==> src/rtl/axi_stream_capture_ctrl.sv <==
// Packetising capture controller between a free-running AXI4-Stream source and the DMA stream slave.
// Define CAPTURE_CTRL_STATS_EN to add the stall/back-pressure statistics counters.
module axi_stream_capture_ctrl #(
    parameter int DATA_W = 32,
    parameter int LEN_W  = 16,
    parameter int CNT_W  = 16
) (
    input  logic              aclk,
    input  logic              aresetn,
    input  logic [LEN_W-1:0]  cfg_pkt_words,
    input  logic [CNT_W-1:0]  cfg_num_pkts,
    input  logic              ctrl_start,
    input  logic              ctrl_stop,
    input  logic              ctrl_abort,
    input  logic              s_axis_tvalid,
    input  logic [DATA_W-1:0] s_axis_tdata,
    output logic              s_axis_tready,
    output logic              m_axis_tvalid,
    output logic [DATA_W-1:0] m_axis_tdata,
    output logic              m_axis_tlast,
    input  logic              m_axis_tready,
    output logic              sts_busy,
    output logic              sts_done,
    output logic              sts_aborted,
    output logic [CNT_W-1:0]  sts_pkt_count
`ifdef CAPTURE_CTRL_STATS_EN
    ,
    output logic [31:0]       sts_stall_cycles,
    output logic [31:0]       sts_bp_cycles
`endif
);

    typedef enum logic [1:0] {
        IDLE  = 2'd0,
        RUN   = 2'd1,
        ABORT = 2'd2,
        DRAIN = 2'd3
    } state_t;

    state_t r_state;
    state_t w_nextState;

    logic [LEN_W-1:0]  r_pktLen;
    logic [LEN_W-1:0]  r_beatCnt;
    logic [CNT_W-1:0]  r_numPkts;
    logic [CNT_W-1:0]  r_pktsCaptured;
    logic [CNT_W-1:0]  r_pktCount;
    logic              r_stopPend;
    logic              r_aborted;
    logic              r_done;
    logic              r_mValid;
    logic              r_mLast;
    logic [DATA_W-1:0] r_mData;

    logic [LEN_W-1:0]  w_cfgLen;
    logic              w_startAcc;
    logic              w_acceptEn;
    logic              w_sReady;
    logic              w_capture;
    logic              w_naturalLast;
    logic              w_beatLast;
    logic              w_lastPkt;
    logic              w_forceLast;
    logic              w_mXfer;

    assign w_cfgLen      = (cfg_pkt_words == '0) ? LEN_W'(1) : cfg_pkt_words;
    assign w_startAcc    = (r_state == IDLE) && ctrl_start;
    assign w_naturalLast = (r_beatCnt == (r_pktLen - LEN_W'(1)));
    assign w_beatLast    = (r_state == ABORT) || w_naturalLast;
    assign w_lastPkt     = (r_numPkts != '0) && (r_pktsCaptured == (r_numPkts - CNT_W'(1)));
    assign w_mXfer       = r_mValid && m_axis_tready;

    // A held open beat can only be closed in place if the DMA is not taking it this cycle.
    assign w_forceLast = (r_state == ABORT) && r_mValid && !r_mLast && !m_axis_tready;
    assign w_acceptEn  = (r_state == RUN) ||
                         ((r_state == ABORT) && !w_forceLast && (r_beatCnt != '0));
    assign w_sReady    = w_acceptEn && (!r_mValid || m_axis_tready);
    assign w_capture   = s_axis_tvalid && w_sReady;

    always_ff @(posedge aclk or negedge aresetn) begin
        if (!aresetn) begin
            r_state <= IDLE;
        end else begin
            r_state <= w_nextState;
        end
    end

    always_comb begin
        w_nextState = r_state;
        case (r_state)
            IDLE: begin
                if (ctrl_start) w_nextState = RUN;
            end
            RUN: begin
                if (ctrl_abort) begin
                    w_nextState = (w_capture && w_naturalLast) ? DRAIN : ABORT;
                end else if (w_capture && w_naturalLast && (w_lastPkt || r_stopPend || ctrl_stop)) begin
                    w_nextState = DRAIN;
                end else if (ctrl_stop && (r_beatCnt == '0) && !w_capture) begin
                    w_nextState = DRAIN;
                end
            end
            ABORT: begin
                if (w_forceLast) begin
                    w_nextState = DRAIN;
                end else if (r_beatCnt != '0) begin
                    if (w_capture) w_nextState = DRAIN;
                end else begin
                    w_nextState = DRAIN;
                end
            end
            DRAIN: begin
                if (!r_mValid) w_nextState = IDLE;
            end
            default: w_nextState = IDLE;
        endcase
    end

    always_ff @(posedge aclk or negedge aresetn) begin
        if (!aresetn) begin
            r_pktLen       <= '0;
            r_numPkts      <= '0;
            r_beatCnt      <= '0;
            r_pktsCaptured <= '0;
            r_stopPend     <= 1'b0;
            r_aborted      <= 1'b0;
            r_done         <= 1'b0;
        end else begin
            if (w_startAcc) begin
                r_pktLen       <= w_cfgLen;
                r_numPkts      <= cfg_num_pkts;
                r_beatCnt      <= '0;
                r_pktsCaptured <= '0;
                r_stopPend     <= 1'b0;
                r_aborted      <= 1'b0;
            end else begin
                if (w_capture) begin
                    r_beatCnt <= w_beatLast ? '0 : r_beatCnt + LEN_W'(1);
                    if (w_beatLast) r_pktsCaptured <= r_pktsCaptured + CNT_W'(1);
                end
                if ((r_state == RUN) && ctrl_stop) r_stopPend <= 1'b1;
                if ((r_state == RUN) && ctrl_abort) r_aborted <= 1'b1;
            end
            r_done <= (r_state == DRAIN) && !r_mValid;
        end
    end

    // Single output register stage; tlast is decided at capture time.
    always_ff @(posedge aclk or negedge aresetn) begin
        if (!aresetn) begin
            r_mValid <= 1'b0;
            r_mLast  <= 1'b0;
            r_mData  <= '0;
        end else begin
            if (w_capture) begin
                r_mValid <= 1'b1;
                r_mLast  <= w_beatLast;
                r_mData  <= s_axis_tdata;
            end else if (w_forceLast) begin
                r_mLast <= 1'b1;
            end else if (m_axis_tready) begin
                r_mValid <= 1'b0;
                r_mLast  <= 1'b0;
            end
        end
    end

    always_ff @(posedge aclk or negedge aresetn) begin
        if (!aresetn) begin
            r_pktCount <= '0;
        end else if (w_startAcc) begin
            r_pktCount <= '0;
        end else if (w_mXfer && r_mLast) begin
            r_pktCount <= r_pktCount + CNT_W'(1);
        end
    end

`ifdef CAPTURE_CTRL_STATS_EN
    logic [31:0] r_stallCycles;
    logic [31:0] r_bpCycles;

    always_ff @(posedge aclk or negedge aresetn) begin
        if (!aresetn) begin
            r_stallCycles <= '0;
            r_bpCycles    <= '0;
        end else if (w_startAcc) begin
            r_stallCycles <= '0;
            r_bpCycles    <= '0;
        end else begin
            if ((r_state == RUN) && !s_axis_tvalid && (!r_mValid || m_axis_tready) &&
                (r_stallCycles != '1)) begin
                r_stallCycles <= r_stallCycles + 32'd1;
            end
            if (r_mValid && !m_axis_tready && (r_bpCycles != '1)) begin
                r_bpCycles <= r_bpCycles + 32'd1;
            end
        end
    end

    assign sts_stall_cycles = r_stallCycles;
    assign sts_bp_cycles    = r_bpCycles;
`endif

    assign s_axis_tready = w_sReady;
    assign m_axis_tvalid = r_mValid;
    assign m_axis_tdata  = r_mData;
    assign m_axis_tlast  = r_mLast;
    assign sts_busy      = (r_state != IDLE);
    assign sts_done      = r_done;
    assign sts_aborted   = r_aborted;
    assign sts_pkt_count = r_pktCount;

endmodule
==> config.mk <==
export PLATFORM = sky130hd
export DESIGN_NAME = axi_stream_capture_ctrl
export DESIGN_NICKNAME = d
export VERILOG_FILES = /design/src/rtl/axi_stream_capture_ctrl.sv
export SDC_FILE = /design/constraint.sdc
export NUM_CORES = 1
export LEC_CHECK = 0
export CORE_ASPECT_RATIO = 0.8
export CORE_MARGIN = 2
export CORE_UTILIZATION = 53
export DETAILED_ROUTE_END_ITERATION = 12
export PLACE_DENSITY = 0.82
export SLEW_MARGIN = 25
export SYNTH_ARGS = -nofsm -noshare
export SYNTH_HDL_FRONTEND = slang
export SYNTH_SLANG_ARGS = --single-unit
==> constraint.sdc <==
create_clock -name aclk -period 3.4 [get_ports aclk]
set_clock_uncertainty 0.1 [all_clocks]
set_input_delay 1.02 -clock aclk [delete_from_list [all_inputs] [get_ports aclk]]
set_output_delay 1.02 -clock aclk [all_outputs]
set_load 0.03 [all_outputs]
==> images/met2.png <==
Cells faint in the background.
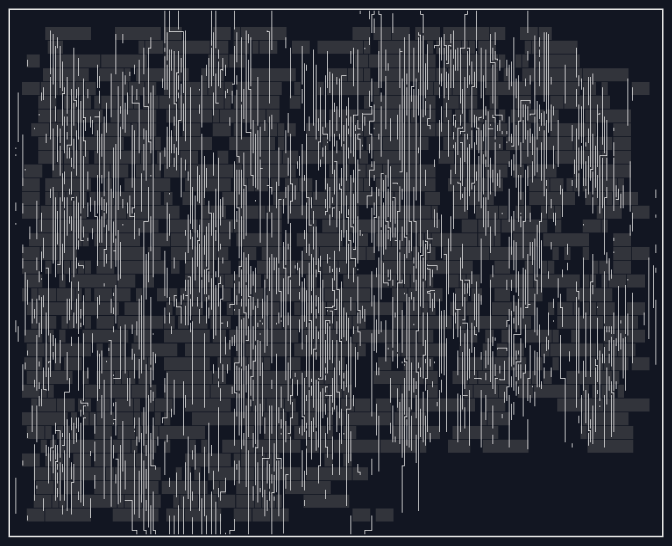
- main direction: vertical
- longest straight run: 43.0 um
- share of all routed wire: 46%

==> images/cell_classes.png <==
Bar = 50 um.
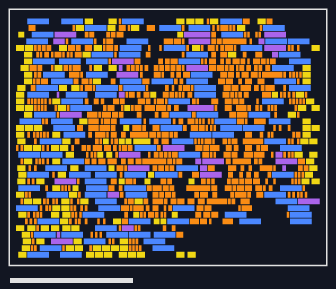
- purple: clock drivers and dummy loads (cells 32; share of their area 7.0%)
- orange: all other logic (cells 590; share of their area 42%)
- blue: flip-flops (cells 119; share of their area 35%)
- yellow: other buffers and delay cells (cells 144; share of their area 16%)
CORE AREA: 0.01216 mm2
site row count: 36
Final Util: 71.50%
register share of the cell area: 34.26%
cell area after layout: 0.008696 mm2

==> flow_summary.ini <==
; implementation run metrics
[critical_path]
end_kind = primary output
required_ns = 2.28
r2r_slack_ns = 0.21
critical_path_class = reg -> out
reg2regPathDepth = 9

[cts]
cts_resized = 1
clk_pin_slew_worst_paths_ns = 0.06
postCtsSetupBuffers = 0
cts_buffers = 17

[routing]
routed-wl-met2_mm = 8.175
routed_wl_mm = 17.90
wl_met3_mm = 1.611
dr.max_layer_used = met4
drtIter0Drc = 426
routedWlPerCell_um = 17.26
first_pass_iters = 5

[pwr]
power.group.top = combinational logic
comb_power_share_pct = 42.3
power.internal_uw = 4222
p_sw_uw = 2933
irDropWorstVdd_v = 0.0006452
pg_seq_uw = 2330
power_density_mw_per_mm2 = 822.7

[synthesis]
async_flop_share_pct = 100.0
ys_sh_adder_pct = 2.271
syn_nets = 821
synth_chip_area_mm2 = 0.006613
mux_share_pct = 1.457
top_area_share_pct = 45.03
synth-edff-count = 0
ys.flops = 119
area_leaders = dfrtp_1, nand2_1, xnor2_1

[layout]
n_clock_buffer = 21
largest_class = combinational gates
area_growth_syn_to_layout_pct = 31.50
area_share_nonclk_buffers_pct = 16.09
inv_count = 17
lay_top_count = nand2_1
nets = 955
seqCellArea_mm2 = 0.002979
finalNonFillerCells = 1037
largest_reg_flops = 32

[timing]
tightest_slew_ns = 0.7567
holdWs_ns = 0.3768
finalCriticalPeriod_ns = 3.368
finalSetupTns_ns = 0
clock.fmax_mhz = 296.9
setup_ws_ns = 0.03242
hold_violations = 0
setup_violations = 0
slew_viol_final = 0

[placement]
io_buffer_count = 124
placed_cells = 1004
gp_congestion = 0.8581
dp_hpwl_mm = 12.67

[outcome]
status = finished clean

[global_routing]
met3_usage_pct = 10.13
antenna_found_initial = 0
grt.total_usage_pct = 27.92
grtUsageMet2_pct = 42.52
grt_pass1_vias = 5976
grt_max_degree = 75

[floorplan]
ios = 125
chip_area_mm2 = 0.01339
initCoreUtil_pct = 54.37
==> images/clock_map.png <==
Bar = 50 um.
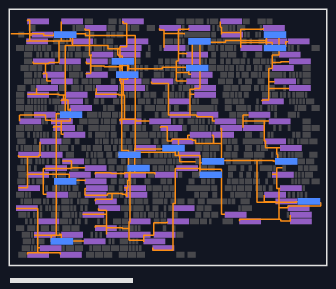
- orange: clock wires (length 1620 um)
- blue: cells driving clock nets (count 17)
- purple: flip-flops (count 119)
- routed clock nets: 18
- flops lie: all over the die
worst-skew pair later-pin latency: 0.42 ns
clock share of power: 25.1%
clock network power: 1790 uW

path summary, 6_finish.rpt:
check                                             start                             end
max                           r_beatCnt[14]$_DFFE_PN0P_                   s_axis_tready
min                        m_axis_tdata[19]$_DFFE_PN0P_    m_axis_tdata[19]$_DFFE_PN0P_
max reg2reg                   r_beatCnt[14]$_DFFE_PN0P_  r_pktsCaptured[14]$_DFFE_PN0P_
min reg2reg                m_axis_tdata[19]$_DFFE_PN0P_    m_axis_tdata[19]$_DFFE_PN0P_
max in group asynchronous                       aresetn        r_numPkts[2]$_DFFE_PN0P_
min in group asynchronous                       aresetn    sts_pkt_count[7]$_DFFE_PN0P_
worst max-delay path, stage by stage (launching register included):
cell and delay, ns:
dfrtp_1 0.46, or4_1 0.62, o41ai_4 0.40, a21oi_1 0.14, buf_4 0.19
Power is estimated from default activity; no workload was simulated.
